**config.mk**
```make
export PLATFORM = sky130hd
export DESIGN_NAME = alarm_ring_ctrl
export DESIGN_NICKNAME = d
export VERILOG_FILES = /design/src/rtl/clock_pkg.sv /design/src/rtl/sec_tick_counter.sv /design/src/rtl/alarm_ring_ctrl.sv
export SDC_FILE = /design/constraint.sdc
export NUM_CORES = 1
export LEC_CHECK = 0
export CAP_MARGIN = 20
export CORE_ASPECT_RATIO = 1.1
export CORE_MARGIN = 2
export CORE_UTILIZATION = 58
export DETAILED_ROUTE_END_ITERATION = 8
export PLACE_DENSITY_LB_ADDON = 0.12
export SYNTH_ARGS = -nofsm -noshare
export SYNTH_HDL_FRONTEND = slang
export SYNTH_SLANG_ARGS = --single-unit
```
**constraint.sdc**
```tcl
create_clock -name sys_clk -period 3.55 [get_ports sys_clk]
set_clock_uncertainty 0.15 [all_clocks]
set_input_delay 0.355 -clock sys_clk [delete_from_list [all_inputs] [get_ports sys_clk]]
set_output_delay 0.355 -clock sys_clk [all_outputs]
set_load 0.01 [all_outputs]
```
**src/rtl/clock_pkg.sv**
```systemverilog
// Shared types and constants for the alarm ring controller.
package clock_pkg;

  localparam int SEC_W        = 9;
  localparam int HOLDOFF_SEC  = 60;
  localparam int ESCALATE_SEC = 30;

  typedef enum logic [2:0] {
    ST_IDLE     = 3'd0,
    ST_RINGING  = 3'd1,
    ST_CLEARING = 3'd2,
    ST_SNOOZE   = 3'd3,
    ST_HOLDOFF  = 3'd4
  } ring_state_e;

  // Last tick value of an n-second interval (counter runs 0..n-1).
  function automatic logic [SEC_W-1:0] last_tick(input int n);
    return SEC_W'(n - 1);
  endfunction

endpackage

```
**src/rtl/sec_tick_counter.sv**
```systemverilog
// 9-bit seconds counter: synchronous clear, count enable, terminal compare.
// Exposes the next-cycle count so callers can register outputs derived from it.
module sec_tick_counter
  import clock_pkg::*;
(
  input  logic             clk,
  input  logic             rst,
  input  logic             clr,
  input  logic             en,
  input  logic [SEC_W-1:0] term_val,
  output logic [SEC_W-1:0] cnt_nxt,
  output logic             at_term
);

  logic [SEC_W-1:0] cnt_q, cnt_d;

  // Next count: clear beats enable; no wrap handling, callers clear at terminal.
  always_comb begin
    cnt_d = cnt_q;
    if (clr)     cnt_d = '0;
    else if (en) cnt_d = cnt_q + 1'b1;
  end

  // Count register.
  always_ff @(posedge clk) begin
    if (rst) cnt_q <= '0;
    else     cnt_q <= cnt_d;
  end

  assign cnt_nxt = cnt_d;
  assign at_term = (cnt_q == term_val);

endmodule

```
**src/rtl/alarm_ring_ctrl.sv**
```systemverilog
// Alarm ring controller: ring / snooze / dismiss sequencing with a
// post-dismiss holdoff that suppresses same-minute retriggering.
// Optional feature macro: ALARM_RING_ESCALATE_EN (buzzer goes steady after
// ESCALATE_SEC seconds of ringing).
module alarm_ring_ctrl
  import clock_pkg::*;
#(
  parameter int SNOOZE_SEC       = 300,
  parameter int RING_TIMEOUT_SEC = 60,
  parameter int MAX_SNOOZE       = 3
) (
  input  logic       sys_clk,
  input  logic       rst,
  input  logic       clk_1hz_en,
  input  logic       alarm_enable_in,
  input  logic       alarm_trigger_in,
  input  logic       snooze_btn,
  input  logic       off_btn,
  output logic       alarm_clear_out,
  output logic       buzzer_out,
  output logic       snooze_active_out,
  output logic [1:0] snooze_count_out
);

  localparam logic [SEC_W-1:0] RING_LAST    = last_tick(RING_TIMEOUT_SEC);
  localparam logic [SEC_W-1:0] SNOOZE_LAST  = last_tick(SNOOZE_SEC);
  localparam logic [SEC_W-1:0] HOLDOFF_LAST = last_tick(HOLDOFF_SEC);
  localparam logic [1:0]       MAX_SNZ      = 2'(MAX_SNOOZE);
`ifdef ALARM_RING_ESCALATE_EN
  localparam logic [SEC_W-1:0] ESC_AT       = SEC_W'(ESCALATE_SEC);
`endif

  ring_state_e      state_q, state_d;
  logic [1:0]       snooze_cnt_q, snooze_cnt_d;
  logic             snz_flag_q, snz_flag_d;   // CLEARING exits to SNOOZE when set
  logic             trig_prev_q, trig_prev_d;
  logic             buzzer_q, buzzer_d;
  logic             clear_q, clear_d;

  logic             cnt_clr, cnt_en, at_term;
  logic [SEC_W-1:0] term_val, sec_cnt_d;

  logic trig_edge, can_snooze, ring_timeout, do_off, do_snooze;

  sec_tick_counter u_sec_cnt (
    .clk      (sys_clk),
    .rst      (rst),
    .clr      (cnt_clr),
    .en       (cnt_en),
    .term_val (term_val),
    .cnt_nxt  (sec_cnt_d),
    .at_term  (at_term)
  );

  // Terminal count depends on which interval the current state is timing.
  always_comb begin
    term_val = HOLDOFF_LAST;
    case (state_q)
      ST_RINGING: term_val = RING_LAST;
      ST_SNOOZE:  term_val = SNOOZE_LAST;
      default:    term_val = HOLDOFF_LAST;
    endcase
  end

  assign trig_edge    = alarm_trigger_in & ~trig_prev_q;
  assign can_snooze   = (snooze_cnt_q < MAX_SNZ);
  assign ring_timeout = clk_1hz_en & at_term;
  // Off beats snooze; an unattended timeout acts as whichever button applies.
  assign do_off       = off_btn | (ring_timeout & ~can_snooze);
  assign do_snooze    = ~off_btn & can_snooze & (snooze_btn | ring_timeout);

  // Next-state logic; alarm_enable_in low overrides everything.
  always_comb begin
    state_d      = state_q;
    snooze_cnt_d = snooze_cnt_q;
    snz_flag_d   = snz_flag_q;
    trig_prev_d  = alarm_trigger_in;
    cnt_clr      = 1'b0;
    cnt_en       = 1'b0;
    if (!alarm_enable_in) begin
      state_d      = ST_IDLE;
      snooze_cnt_d = '0;
      snz_flag_d   = 1'b0;
      cnt_clr      = 1'b1;
    end else begin
      case (state_q)
        ST_IDLE: begin
          if (trig_edge) begin
            state_d      = ST_RINGING;
            snooze_cnt_d = '0;
            cnt_clr      = 1'b1;
          end
        end
        ST_RINGING: begin
          if (do_off) begin
            state_d    = ST_CLEARING;
            snz_flag_d = 1'b0;
            cnt_clr    = 1'b1;
          end else if (do_snooze) begin
            state_d      = ST_CLEARING;
            snz_flag_d   = 1'b1;
            snooze_cnt_d = snooze_cnt_q + 1'b1;
            cnt_clr      = 1'b1;
          end else if (clk_1hz_en) begin
            cnt_en = 1'b1;
          end
        end
        ST_CLEARING: begin
          // Comparator only samples its off input on a 1 Hz tick.
          if (clk_1hz_en) begin
            state_d = snz_flag_q ? ST_SNOOZE : ST_HOLDOFF;
            cnt_clr = 1'b1;
          end
        end
        ST_SNOOZE: begin
          if (off_btn) begin
            state_d = ST_HOLDOFF;
            cnt_clr = 1'b1;
          end else if (clk_1hz_en) begin
            if (at_term) begin
              state_d = ST_RINGING;
              cnt_clr = 1'b1;
            end else begin
              cnt_en = 1'b1;
            end
          end
        end
        ST_HOLDOFF: begin
          if (clk_1hz_en) begin
            if (at_term) begin
              state_d = ST_IDLE;
              cnt_clr = 1'b1;
            end else begin
              cnt_en = 1'b1;
            end
          end
        end
        default: begin
          state_d = ST_IDLE;
          cnt_clr = 1'b1;
        end
      endcase
    end
  end

  // Registered outputs computed from next state so they line up with it.
  always_comb begin
    buzzer_d = 1'b0;
    clear_d  = (state_d == ST_CLEARING);
    if (state_d == ST_RINGING) begin
      buzzer_d = ~sec_cnt_d[0];
`ifdef ALARM_RING_ESCALATE_EN
      if (sec_cnt_d >= ESC_AT) buzzer_d = 1'b1;
`endif
    end
  end

  // State and output registers.
  always_ff @(posedge sys_clk) begin
    if (rst) begin
      state_q      <= ST_IDLE;
      snooze_cnt_q <= '0;
      snz_flag_q   <= 1'b0;
      trig_prev_q  <= 1'b0;
      buzzer_q     <= 1'b0;
      clear_q      <= 1'b0;
    end else begin
      state_q      <= state_d;
      snooze_cnt_q <= snooze_cnt_d;
      snz_flag_q   <= snz_flag_d;
      trig_prev_q  <= trig_prev_d;
      buzzer_q     <= buzzer_d;
      clear_q      <= clear_d;
    end
  end

  assign alarm_clear_out   = clear_q;
  assign buzzer_out        = buzzer_q;
  assign snooze_active_out = (state_q == ST_SNOOZE);
  assign snooze_count_out  = snooze_cnt_q;

endmodule

```
Figure 1. PDN straps and rails.
Scale: 10 px per um. Pins as bars on the die edge. Tap cells in grey.
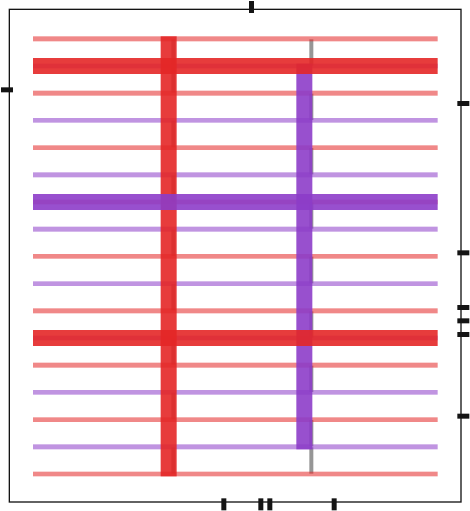
legend:
  purple:
    net: VDD
  red:
    net: VSS
tap cells: 18
rows: 16
signal pins: 12
Core Footprint: 1760 um^2
VDD IR max: 0.200 mV
Die Y: 49.1 um
Die X-Extent: 45.0 um

Figure 2. Cells coloured by class.
Scale: 10 px per um. Fill, decap, tap and diode cells in grey.
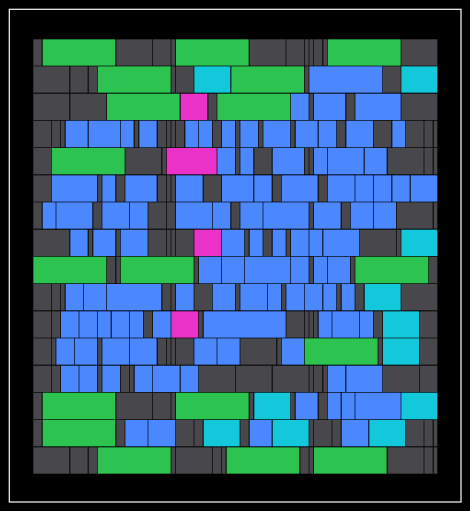
legend:
  blue:
    class: all other logic
    cells: 105
    share_of_their_area: 58%
  green:
    class: flip-flops
    cells: 18
    share_of_their_area: 30%
  cyan:
    class: other buffers and delay cells
    cells: 11
    share_of_their_area: 9.2%
  magenta:
    class: clock drivers and dummy loads
    cells: 4
    share_of_their_area: 3.0%
Rows: 16
fin area: 1220 um^2
Seq/total area: 29.6%
Final Util: 69.2%

[power by group through the flow]
stage,Combinational [uW],Sequential [uW],Clock [uW]
global route,33.4,207,140
detailed placement,30.1,211,0
floorplan,17.3,210,0
global placement,30.0,211,0
CTS,30.3,206,130
finish,30.8,206,129
[placed cells by master (no fill, tap or decap), drive strengths merged, types with 2 or more instances in the layout]
cell type,synthesis,layout
a211oi,2,2
a21oi,13,13
clkbuf,0,4
clkdlybuf4s50,0,11
dfxtp,18,18
ha,2,2
inv,5,5
mux2i,5,5
nand2,8,8
nand2b,4,4
nand3,9,9
nand3b,3,3
nand4,3,3
nor2,10,10
nor2b,5,5
nor4,2,2
o211ai,3,3
o21ai,7,7
o31ai,6,6
or3,3,3
or4,3,3
xnor2,2,2
[state kept, by name, indices dropped and copies added, names as in the netlist]
register / cells
u_sec_cnt.cnt_q: 9
state_q: 3
snooze_count_out: 2
alarm_clear_out: 1
buzzer_out: 1
snz_flag_q: 1
trig_prev_q: 1
[per-layer routing]
metal	part of all wire (%)	track usage [%]	vias to the layer above	wire, um
met5	0	0	-	0
met4	2.1	11.8	0	48
met3	5.2	2.22	7	120
met2	48	35.5	46	1120
met1	44	31.4	442	1030
li1	-	-	498	-
[worst max-delay path, delay by kind of cell (launching register included)]
family          cells  cell delay, ns
simple gates        2            1.06
compound gates      3            0.71
flops               1            0.56
[per-stage QoR]
| stage | cells | worst slack, ns | area, um^2 | power [uW] |
|---|---|---|---|---|
| 6_report | 156 | 1.02 | 1220 | 366 |
| 5_1_grt | 156 | 0.855 | 1220 | 380 |
| 4_1_cts | 156 | 1.02 | 1220 | 367 |
| 3_5_place_dp | 152 | 0.931 | 1180 | 241 |
| 3_3_place_gp | 152 | 1.00 | 1180 | 241 |
| 2_1_floorplan | 126 | 1.40 | 1070 | 227 |
==> run summary <==
yosys + openroad results -> TritonCTS clock tree done, yosys cell count 126, Period minus WS final 2.53 ns, CLK BUF 4, Async SR Flop Fraction 0%, Worst Path Max Fanout 14, slew of the pin with the lowest slew margin 0.681 ns, Post-synth EDFFs 0, Tightest Hold Check Type register to register, Yosys cell types 38, critical path cell sequence nor3b_2 > o211ai_2 > a21o_1 > or4_1 > a21oi_1, RePlAce Congestion 1.02, Slew Viols, Final 0, IO Pins 12, Worst EP arrival 2.62 ns, Commonest cells post-synth dfxtp_1, a21oi_1, nor2_1, maxcap violations 0, number of CTS-inserted buffers 3, Top cell area share 33.6%, # nets final 148, FF/Latch Area 360 um^2, signal buffers share of area 9.03%, Slew headroom 54.2%, Clk Latency, worst-skew pair 0.30 ns, yosys synthesis chip area 1070 um^2, Synth area leader dfxtp_1, Logic Gate Count 100, die footprint 2210 um^2, H-tree levels 1, final setup fails 0, Synth-to-Final Area Change 13.5%, Setup crit end u_sec_cnt.cnt_q[5], Reg clk slew, reported paths 0.11 ns, final hold vios 0, Syn Inst Count 126, Gate power share 8.4%, Adder-Cell Fraction of Synth Area 2.33%, FF-to-FF setup slack 1.02 ns, postcts setup bufs 0, first-pass GRT wire length 3890 um, largest class multi-input combinational cells, dominant register cell dfxtp_1, Mapped Avg Cell Area 8.52 um^2, Total Neg Setup Slack 0 ns, most frequent cell after synthesis dfxtp_1, hold path cells 2, syn_nets 135, Post-DP HPWL 1760 um, largest net degree at the start of global routing 15, WL/cell 14.8 um, Syn Std Cell Area 1070 um^2, Fill cells 144, Lkg Pwr 0.000419 uW, clock-cell share of area 2.98%, RSZ-0062 raised after global routing false, Post-route DRC 0, power share of the sequential group 56.4%, highest clock rate 395 MHz, CTS max path bufs 2, hold_ws 0.334 ns, sw frac 23.3%, Worst setup EP type register, Synthesized registers 18, PD cells 300 nW/um^2, final period utilization 71.3%, status complete, no violations, Iter 0 DRT Violations 46, Critical Path RT 3.64 ns, Non-clk bufs 11, Multiplexer share 5.83%, detail-routed via count per cell 6.37, hold path endpoint snooze_count_out[1], Congestion Overflow GR 0
Power figures rest on the tool's default switching activity, not on a simulated workload.
